### src/rtl/upc_checkout_ctrl.sv
// Self-checkout scanner controller: classifies each scanned UPC as accepted or stolen and keeps counts.
// Optional build macro UPC_ALARM_TIMEOUT_EN adds an automatic ALARM exit after ALARM_CYCLES cycles.
module upc_checkout_ctrl #(
  parameter int COUNT_W      = 4,
  parameter int ALARM_CYCLES = 8
) (
  input  logic               clk,
  input  logic               reset,
  input  logic               scan,
  input  logic [2:0]         upc,
  input  logic               marked,
  input  logic               clear,
  output logic [COUNT_W-1:0] item_count,
  output logic [COUNT_W-1:0] theft_count,
  output logic               discontinued,
  output logic               alarm,
  output logic               busy
);

  localparam logic [1:0] S_IDLE   = 2'd0;
  localparam logic [1:0] S_CHECK  = 2'd1;
  localparam logic [1:0] S_ACCEPT = 2'd2;
  localparam logic [1:0] S_ALARM  = 2'd3;

  localparam logic [COUNT_W-1:0] CNT_MAX = '1;

  logic [1:0]         r_state;
  logic               r_scan_q;
  logic [2:0]         r_upc;
  logic               r_marked;
  logic [COUNT_W-1:0] r_item_cnt;
  logic [COUNT_W-1:0] r_theft_cnt;
  logic               r_disc;

  logic w_scan_edge;
  logic w_disc;
  logic w_stolen;
  logic w_alarm_timeout;

  assign w_scan_edge = scan & ~r_scan_q;
  assign w_disc      = r_upc[1] | (r_upc[0] & r_upc[2]);
  assign w_stolen    = ~r_marked & ~r_upc[1] & (r_upc[0] | ~r_upc[2]);

`ifdef UPC_ALARM_TIMEOUT_EN
  localparam int ACW = (ALARM_CYCLES > 1) ? $clog2(ALARM_CYCLES) : 1;

  logic [ACW-1:0] r_alarm_cnt;

  // Counter restarts while in CHECK so every ALARM visit gets a full hold time.
  always_ff @(posedge clk or posedge reset) begin
    if (reset) begin
      r_alarm_cnt <= '0;
    end else if (r_state == S_ALARM) begin
      r_alarm_cnt <= r_alarm_cnt + 1'b1;
    end else begin
      r_alarm_cnt <= '0;
    end
  end

  assign w_alarm_timeout = (r_alarm_cnt == ACW'(ALARM_CYCLES - 1));
`else
  // No timeout hardware: the ALARM state only leaves on clear or reset.
  assign w_alarm_timeout = (ALARM_CYCLES < 0);
`endif

  always_ff @(posedge clk or posedge reset) begin
    if (reset) begin
      r_state     <= S_IDLE;
      r_scan_q    <= 1'b0;
      r_upc       <= 3'b000;
      r_marked    <= 1'b0;
      r_item_cnt  <= '0;
      r_theft_cnt <= '0;
      r_disc      <= 1'b0;
    end else begin
      r_scan_q <= scan;
      case (r_state)
        S_IDLE: begin
          if (clear) begin
            r_item_cnt  <= '0;
            r_theft_cnt <= '0;
            r_disc      <= 1'b0;
          end else if (w_scan_edge) begin
            r_upc    <= upc;
            r_marked <= marked;
            r_state  <= S_CHECK;
          end
        end
        S_CHECK: begin
          if (w_stolen) begin
            r_state <= S_ALARM;
            if (r_theft_cnt != CNT_MAX) r_theft_cnt <= r_theft_cnt + 1'b1;
          end else begin
            r_state <= S_ACCEPT;
            r_disc  <= w_disc;
            if (r_item_cnt != CNT_MAX) r_item_cnt <= r_item_cnt + 1'b1;
          end
        end
        S_ACCEPT: begin
          if (!scan) r_state <= S_IDLE;
        end
        S_ALARM: begin
          if (clear) begin
            r_item_cnt  <= '0;
            r_theft_cnt <= '0;
            r_disc      <= 1'b0;
            r_state     <= S_IDLE;
          end else if (w_alarm_timeout) begin
            r_state <= S_IDLE;
          end
        end
        default: r_state <= S_IDLE;
      endcase
    end
  end

  assign item_count   = r_item_cnt;
  assign theft_count  = r_theft_cnt;
  assign discontinued = r_disc;
  assign alarm        = (r_state == S_ALARM);
  assign busy         = (r_state != S_IDLE);

endmodule

### config.mk
export PLATFORM = sky130hd
export DESIGN_NAME = upc_checkout_ctrl
export DESIGN_NICKNAME = d
export VERILOG_FILES = /design/src/rtl/upc_checkout_ctrl.sv
export SDC_FILE = /design/constraint.sdc
export NUM_CORES = 1
export LEC_CHECK = 0
export ABC_AREA = 1
export CORE_MARGIN = 2
export CORE_UTILIZATION = 47
export CTS_BUF_LIST = sky130_fd_sc_hd__clkbuf_2 sky130_fd_sc_hd__clkbuf_4 sky130_fd_sc_hd__clkbuf_8
export CTS_CLUSTER_DIAMETER = 50
export DETAILED_ROUTE_END_ITERATION = 8
export GPL_TIMING_DRIVEN = 0
export PLACE_DENSITY = 0.89
export SETUP_SLACK_MARGIN = 0.2
export SYNTH_ARGS = -nofsm -noshare
export SYNTH_HDL_FRONTEND = slang
export SYNTH_SLANG_ARGS = --single-unit
### constraint.sdc
create_clock -name clk -period 1.4 [get_ports clk]
set_input_delay 0.14 -clock clk [delete_from_list [all_inputs] [get_ports clk]]
set_output_delay 0.14 -clock clk [all_outputs]
set_load 0.005 [all_outputs]
congestion.png
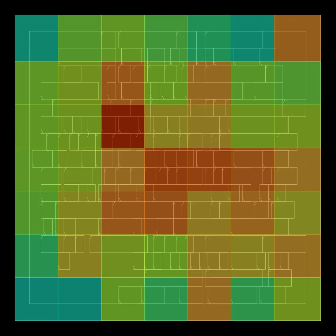
fin util: 0.735
Wirelength per Cell: 13.7 microns
global route hottest layer: met2
global-route met1 utilization: 0.267

layer_met2.png
(8 px per micron)
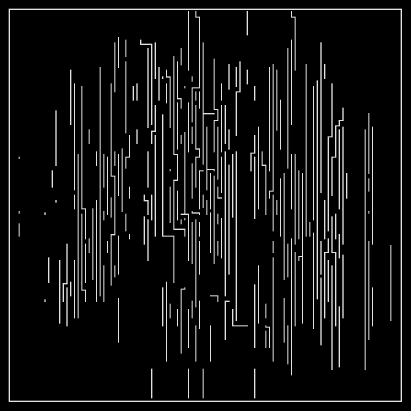
share of all routed wire = 55%
longest straight run = 29.9 microns
wire length on this layer = 1350 microns
main direction = vertical
nets with wire on the layer = 142

detail.png
Region (12, 12) to (37, 37) microns. Cells in grey, sequential cells in the stronger grey; small squares are vias.
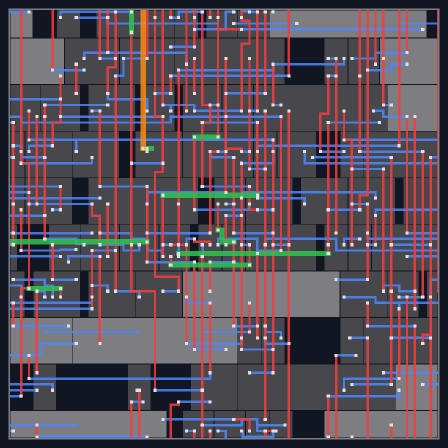
blue -> metal 1
red -> metal 2
green -> metal 3
orange -> metal 4
netlist names of flops here include = r_upc (2)
sequential cells in the window = 5
most frequent = nand2_1 (11), buf_4 (10)
cells with their middle in the window = 65

==> CHANGELOG.md <==
### Changed

* Detailed placer's ending HPWL at 1.44 mm
* Setup violators final at 10
* Clock Power at 237 uW
* Register Area at 404 sq um
* # clk buffers at 3
* Routed wire length at 2.47 mm
* Yosys Chip Area at 945 sq um
* Top cells by count: nand2_1, dfrtp_1, inv_1, ha_1
* Seq pwr share at 0.243
* Syn Std Cell Area at 945 sq um
* Core Region at 1920 sq um
* Latency at later pin at 280 ps
* Total gr overflow at 0
* P_seq at 763 uW
* # resized after CTS at 25
* Die area at 2380 sq um
* Sw Ratio at 0.457
* Drc violations at 0
* Critical Path AT at 1610 ps
* Top class by area: logic gates
* Status: finished, violations left
* Total track usage at 0.212
* Post-Synth Simple-Gate Area at 0.299
* Placed instance area at 1170 sq um
* Synthesis warning total at 0
* Register bit total from synthesis at 16
* Crit path max fanout at 4
* Final WS setup at -43.0 ps
* ClkCell Share at 0.0159
* CTS H-tree lvls at 1
* RSZ-0062 raised after global routing: true
* Max-cap violation count at 0
* Critical path cell sequence: inv_2 > buf_4 > buf_6 > ha_2 > a21boi_4 > nor2_4 > nand2_1 > o21ai_0
* First-pass GRT wire length at 3.98 mm
* Avg Synthesized Cell Area at 8.29 sq um
* Failing checks: negative setup slack
* Worst-case headroom to the max-slew limit at 0.592
* TritonRoute pass-1 iters at 4
* Diodes inserted at 0
* Critical path class: reg -> reg
-- per-layer routing --
| metal | track usage | vias up | routed length, microns |
|---|---|---|---|
| met3 | 0.0337 | 2 | 106 |
| met5 | 0 | - | 0 |
| met4 | 0.0571 | 0 | 10 |
| met1 | 0.267 | 437 | 1010 |
| li1 | - | 454 | - |
| met2 | 0.374 | 30 | 1350 |
-- cell usage in the layout, fill, tap and decap left out, types with 6 or more instances in the layout --
| master | count |
|---|---|
| dlygate4sd2_1 | 10 |
| dfrtp_1 | 13 |
| nor2_1 | 6 |
| nand2_1 | 26 |
| o21ai_1 | 10 |
| buf_4 | 14 |
| inv_1 | 10 |
| clkdlybuf4s50_1 | 7 |
-- path summary, 6_finish.rpt --
| path | from | to | slack [ps] | depth (start not counted) |
|---|---|---|---|---|
| setup reg to reg | r_state[1]$_DFFE_PP0P_ | r_state[0]$_DFFE_PP0P_ | -40 | 8 |
| setup / recovery | r_state[1]$_DFFE_PP0P_ | r_state[0]$_DFFE_PP0P_ | -40 | 8 |
| min in group clk | upc[1] | r_upc[1]$_DFFE_PP0P_ | 410 | 3 |
| hold reg to reg | r_marked$_DFFE_PP0P_ | r_marked$_DFFE_PP0P_ | 500 | 2 |
| max in group asynchronous | reset | theft_count[2]$_DFFE_PP0P_ | 740 | 2 |
| hold / removal | reset | r_upc[2]$_DFFE_PP0P_ | 230 | 2 |
-- through the flow --
stage | utilization | hold WS, ps | worst slack (ps) | setup TNS [ps] | cells
2_1_floorplan | - | 53.7 | 51.4 | 0 | 114
3_3_place_gp | 0.611 | 477 | -40.7 | -269 | 159
3_5_place_dp | 0.611 | 479 | -99.5 | -656 | 159
4_1_cts | 0.701 | 248 | 15.7 | 0 | 179
5_1_grt | 0.735 | 273 | -141 | -1360 | 180
6_report | 0.735 | 225 | -43.0 | -114 | 180
Power and IR drop assume default switching activity.
